## config.mk

```make
export PLATFORM = sky130hd
export DESIGN_NAME = ad_pulse_gen
export DESIGN_NICKNAME = d
export VERILOG_FILES = /design/src/rtl/ad_pulse_gen_pkg.sv /design/src/rtl/ad_pulse_gen.sv
export SDC_FILE = /design/constraint.sdc
export NUM_CORES = 1
export LEC_CHECK = 0
export ABC_AREA = 1
export CAP_MARGIN = 20
export CORE_MARGIN = 5
export CORE_UTILIZATION = 62
export DETAILED_ROUTE_END_ITERATION = 16
export GPL_TIMING_DRIVEN = 0
export PLACE_DENSITY = 0.86
export SLEW_MARGIN = 20
export SYNTH_ARGS = -nofsm -noshare
export SYNTH_HDL_FRONTEND = slang
export SYNTH_SLANG_ARGS = --single-unit
```

## constraint.sdc

```tcl
create_clock -name ad_clk -period 5.34 [get_ports ad_clk]
set_input_delay 0.534 -clock ad_clk [delete_from_list [all_inputs] [get_ports ad_clk]]
set_output_delay 0.534 -clock ad_clk [all_outputs]
set_load 0.005 [all_outputs]
```

## src/rtl/ad_pulse_gen_pkg.sv

```systemverilog
// Shared DSO definitions: pulse FSM state encoding, ADC width, default timeout.
package ad_pulse_gen_pkg;

   localparam int AD_DW       = 8;
   localparam int TIMEOUT_DEF = 1 << 20;

   typedef enum logic [1:0] {
      ST_LOW      = 2'd0,
      ST_RISE_CHK = 2'd1,
      ST_HIGH     = 2'd2,
      ST_FALL_CHK = 2'd3
   } pulse_state_t;

endpackage

```

## src/rtl/ad_pulse_gen.sv

```systemverilog
// Debounced, hysteretic square-pulse extractor for the raw AD sample stream.
// Produces ad_pulse, a rise strobe, the period between rises and a no-signal flag.
//
// Handshake note: there is no valid/ready pairing here; ad_data is a sample
// every ad_clk cycle, and rise_stb / period_valid are single-cycle strobes that
// a consumer must capture in the cycle they are high (period is held until
// the next update).
module ad_pulse_gen
   import ad_pulse_gen_pkg::*;
#(
   parameter int HYST    = 8,
   parameter int MIN_LEN = 4,
   parameter int TIMEOUT = TIMEOUT_DEF
) (
   input  logic             ad_clk,
   input  logic             rst,
   input  logic [AD_DW-1:0] ad_data,
   input  logic [AD_DW-1:0] trig_level,
   output logic             ad_pulse,
   output logic             rise_stb,
   output logic [31:0]      period,
   output logic             period_valid,
   output logic             no_signal,
   output pulse_state_t     dbg_state
);

   localparam int            TW      = $clog2(TIMEOUT) + 1;
   localparam logic [TW-1:0] TO_LAST = TW'(TIMEOUT - 1);
   localparam logic [7:0]    LEN     = 8'(MIN_LEN);

   pulse_state_t    state;
   pulse_state_t    state_nx;
   logic [7:0]      cnt;
   logic [7:0]      cnt_nx;
   logic [7:0]      cnt_inc;
   logic            rise_conf;
   logic            timeout_hit;
   logic            timeout_fire;

   logic [8:0]      hi_sum;
   logic [8:0]      lo_dif;
   logic [7:0]      th_hi;
   logic [7:0]      th_lo;
   logic            rise_q;
   logic            fall_q;

   logic [31:0]     per_cnt;
   logic [31:0]     per_inc;
   logic            armed;
   logic [TW-1:0]   tcnt;

   // Saturating thresholds: a borrow or carry in bit 8 clips to the rail.
   assign hi_sum  = {1'b0, trig_level} + 9'(HYST);
   assign lo_dif  = {1'b0, trig_level} - 9'(HYST);
   assign th_hi   = hi_sum[8] ? 8'hFF : hi_sum[7:0];
   assign th_lo   = lo_dif[8] ? 8'h00 : lo_dif[7:0];
   assign rise_q  = (ad_data >= th_hi);
   assign fall_q  = (ad_data <= th_lo);

   assign cnt_inc = cnt + 8'd1;
   assign per_inc = (per_cnt == 32'hFFFF_FFFF) ? per_cnt : per_cnt + 32'd1;

   // Timeout fires once per episode; while no_signal is high the counter is
   // parked at its last value so the FSM is not forced to LOW every cycle.
   assign timeout_hit = (tcnt == TO_LAST) && !no_signal;

   assign dbg_state   = state;

   // Next-state logic: edge qualification with MIN_LEN debounce, timeout override.
   always_comb begin
      state_nx     = state;
      cnt_nx       = cnt;
      rise_conf    = 1'b0;
      timeout_fire = 1'b0;
      case (state)
         ST_LOW: begin
            if (rise_q) begin
               if (MIN_LEN == 1) begin
                  state_nx  = ST_HIGH;
                  cnt_nx    = 8'd0;
                  rise_conf = 1'b1;
               end else begin
                  state_nx = ST_RISE_CHK;
                  cnt_nx   = 8'd1;
               end
            end
         end
         ST_RISE_CHK: begin
            if (rise_q) begin
               if (cnt_inc == LEN) begin
                  state_nx  = ST_HIGH;
                  cnt_nx    = 8'd0;
                  rise_conf = 1'b1;
               end else begin
                  cnt_nx = cnt_inc;
               end
            end else begin
               state_nx = ST_LOW;
               cnt_nx   = 8'd0;
            end
         end
         ST_HIGH: begin
            if (fall_q) begin
               if (MIN_LEN == 1) begin
                  state_nx = ST_LOW;
                  cnt_nx   = 8'd0;
               end else begin
                  state_nx = ST_FALL_CHK;
                  cnt_nx   = 8'd1;
               end
            end
         end
         ST_FALL_CHK: begin
            if (fall_q) begin
               if (cnt_inc == LEN) begin
                  state_nx = ST_LOW;
                  cnt_nx   = 8'd0;
               end else begin
                  cnt_nx = cnt_inc;
               end
            end else begin
               state_nx = ST_HIGH;
               cnt_nx   = 8'd0;
            end
         end
         default: begin
            state_nx = ST_LOW;
            cnt_nx   = 8'd0;
         end
      endcase
      // A confirmed rise in the same cycle beats the timeout.
      if (timeout_hit && !rise_conf) begin
         timeout_fire = 1'b1;
         state_nx     = ST_LOW;
         cnt_nx       = 8'd0;
      end
   end

   // FSM state, debounce count and the registered pulse/strobe outputs.
   always_ff @(posedge ad_clk) begin
      if (rst) begin
         state    <= ST_LOW;
         cnt      <= 8'd0;
         ad_pulse <= 1'b0;
         rise_stb <= 1'b0;
      end else begin
         state    <= state_nx;
         cnt      <= cnt_nx;
         ad_pulse <= (state_nx == ST_HIGH) || (state_nx == ST_FALL_CHK);
         rise_stb <= rise_conf;
      end
   end

   // Period measurement; the first rise of an episode only restarts the counter.
   always_ff @(posedge ad_clk) begin
      if (rst) begin
         per_cnt      <= 32'd0;
         period       <= 32'd0;
         period_valid <= 1'b0;
         armed        <= 1'b0;
      end else begin
         period_valid <= rise_conf && armed;
         if (rise_conf) begin
            if (armed) begin
               period <= per_inc;
            end
            per_cnt <= 32'd0;
            armed   <= 1'b1;
         end else begin
            per_cnt <= per_inc;
            if (timeout_fire) begin
               armed <= 1'b0;
            end
         end
      end
   end

   // Timeout counter and no_signal flag.
   always_ff @(posedge ad_clk) begin
      if (rst) begin
         tcnt      <= '0;
         no_signal <= 1'b0;
      end else begin
         if (rise_conf) begin
            tcnt      <= '0;
            no_signal <= 1'b0;
         end else begin
            if (tcnt != TO_LAST) begin
               tcnt <= tcnt + 1'b1;
            end
            if (timeout_fire) begin
               no_signal <= 1'b1;
            end
         end
      end
   end

endmodule

```

Fig. 1: close-up of the layout
Scale bar: 10 um. Window x 59 to 99, y 6 to 46 um. Cells in grey, sequential cells in the stronger grey; small squares are vias.
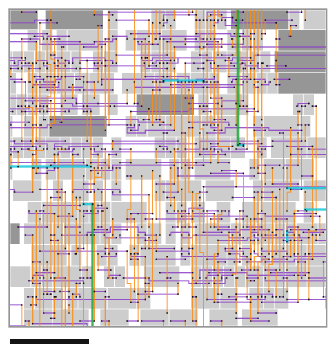
- green: M4
- purple: M1
- cyan: M3
- orange: M2
- sequential cells in the window: 7
- cells with their middle in the window: 207
- most frequent: nand2_1 (59), inv_1 (34), nor2_1 (21)
- netlist names of flops here include: cnt (6), period (1)

Fig. 2: M3 wires
Scale bar: 20 um. Cells faint in the background.
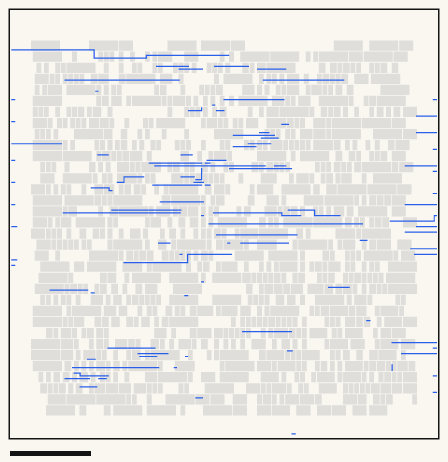
- wire length on this layer: 689 um
- main direction: horizontal
- share of all routed wire: 5.1%
- longest straight run: 37.7 um

Fig. 3: congestion heat map
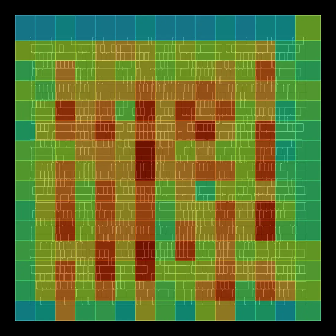
M3 GR Usage: 0.0348
M1 GR Usage: 0.315

==> out/results.tsv <==
metric	value	unit
fmax	0.300	GHz
synth_flop_count	100	
vias_per_cell	5.31	
area_growth	15.4	%
place_area	6320	um^2
synth_async_sr_flop_share	0	
yosys-top-cells-count	nand2_1, nor2_1, dfxtp_1	
fp.dieW	105	um
finalCriticalPeriod	3.33	ns
yosys_cells	866	
cp-startpoint	trig_level[6]	
finalSetupViolCount	0	
grt_overflow	0	
synth_seq_share	0.355	
hold_buffers	0	
run_status	completed	
final_nets	971	
slew_headroom	0.622	
reg2reg_slack	2.89	ns
hold_violations	0	
ir_drop	170	uV
syn_area_per_cell	6.51	um^2
dp_hpwl	10.7	mm
post-cts-setup-buffers	0	
min_from	tcnt[20]$_SDFFE_PP0P_	
clkTransAtPathRegs	0.10	ns
r2r_start	per_cnt[0]$_SDFF_PP0_	
grt_pass1_wl	23.0	mm
syn_nets	905	
rsz0062_at_grt	false	
topCellsByArea	dfxtp_1, nand2_1, nor2_1	
synthDominantCellAreaShare	0.355	
dr.pass1.iters	5	
drt_iter0_markers	254	
crit_fanout	10	
dr_total_vias	5551	
powerDensity	207	nW/um^2
clock_latency	0.37	ns
Fig. 4: selected gate families
Scale bar: 20 um.
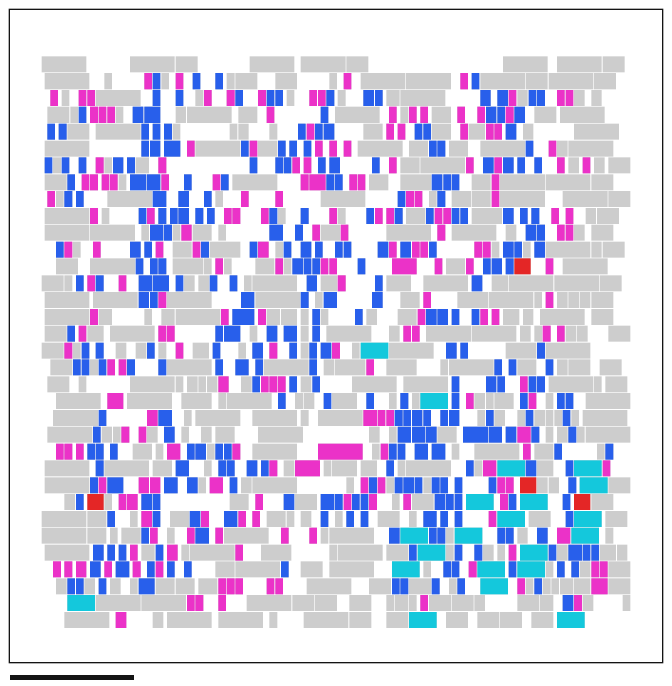
- magenta: nor cells (cells 204; most used nor2_1; where spread over the die)
- cyan: fa/ha/maj cells (cells 21; most used ha_1; where lower right)
- blue: nand cells (cells 314; most used nand2_1; where spread over the die)
- red: non-inverting ao/oa cells (cells 4; most used o21a_1)

Fig. 5: signal wires on met1
Scale bar: 20 um. Supply wires on this layer in grey.
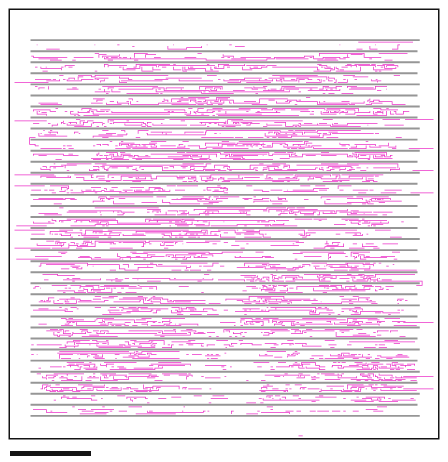
- main direction: horizontal
- nets with wire on the layer: 926
- share of all routed wire: 46%

[power breakdown]
part | internal, mW | switching, mW
clock | 0.191 | 0.276
combinational | 0.0496 | 0.0728
sequential | 0.752 | 0.00828
[cell usage in the layout (no fill, tap or decap), types with 2 or more instances in the layout]
cell	n
inv_1	99
nor2_2	3
buf_1	2
o21bai_1	2
nand4_1	22
or2_2	5
buf_2	8
o21ai_0	11
and2_1	3
inv_2	2
a21oi_1	37
nand3b_1	7
nor3b_1	3
buf_4	6
clkbuf_8	10
nand2_1	226
nor3_1	11
clkbuf_1	7
o21a_1	3
nor4_1	3
buf_6	2
nand3_1	56
nor2_1	181
nor2_4	2
dfxtp_1	100
xor2_1	15
inv_6	3
ha_1	21
xnor2_1	19
o31ai_1	3
clkdlybuf4s50_1	55
[cells by family (layout without fill, tap and decap cells)]
kind of cell / Yosys count / after routing / share of synthesized area
xor+xnor: 34 / 34 / 0.0528
simple gates: 527 / 527 / 0.397
buf+inv: 126 / 197 / 0.0924
fa+ha+maj: 21 / 21 / 0.0466
compound gates: 58 / 58 / 0.0555
flops: 100 / 100 / 0.355
[final cells by class]
cell class / instances / area share
clock buffer: 11 / 0.0217
inverter: 102 / 0.0589
tap: 108 / 0.0208
timing repair buffer: 55 / 0.0846
sequential: 100 / 0.308
multi-input combinational: 640 / 0.479
clock inverter: 5 / 0.00654
buffer: 24 / 0.0212
[state kept, by name (all words and copies together), names as in the netlist]
| register | count |
|---|---|
| per_cnt | 32 |
| period | 32 |
| tcnt | 21 |
| cnt | 8 |
| dbg_state | 2 |
| ad_pulse | 1 |
| armed | 1 |
| no_signal | 1 |
| period_valid | 1 |
| rise_stb | 1 |
[layer usage]
metal | GRT usage | up-vias | share of wire
met2 | 0.429 | 152 | 0.47
met5 | 0 | - | 0
li1 | - | 2860 | -
met1 | 0.315 | 2510 | 0.46
met4 | 0.0843 | 0 | 0.024
met3 | 0.0348 | 29 | 0.051
[stage by stage]
| step | hold slack (ns) | cells | utilization | worst slack, ns | power [mW] |
|---|---|---|---|---|---|
| 6_report | 0.455 | 1045 | 0.739 | 2.01 | 1.35 |
| 5_1_grt | 0.489 | 1045 | 0.739 | 1.67 | 1.41 |
| 4_1_cts | 0.460 | 1045 | 0.739 | 2.01 | 1.36 |
| 3_5_place_dp | 0.446 | 1029 | 0.718 | 1.64 | 0.899 |
| 3_3_place_gp | 0.438 | 1029 | 0.718 | 1.76 | 0.893 |
| 2_1_floorplan | 0.424 | 866 | - | 2.69 | 0.856 |
[critical path: stages]
cell	delay, ns
clkdlybuf4s50_1	0.55
inv_1	0.10
nor4_1	0.40
nand2_1	0.09
inv_1	0.18
nor2_1	0.06
ha_1	0.29
nand2_1	0.08
nand3_1	0.09
nand2_1	0.06
nand2_1	0.05
nand2_1	0.07
nand2_1	0.09
nand2_1	0.21
nor2_8	0.06
nor2_4	0.20
inv_2	0.06
buf_4	0.18
buf_4	0.18
nor2_1	0.10
Power figures rest on the tool's default switching activity, not on a simulated workload.
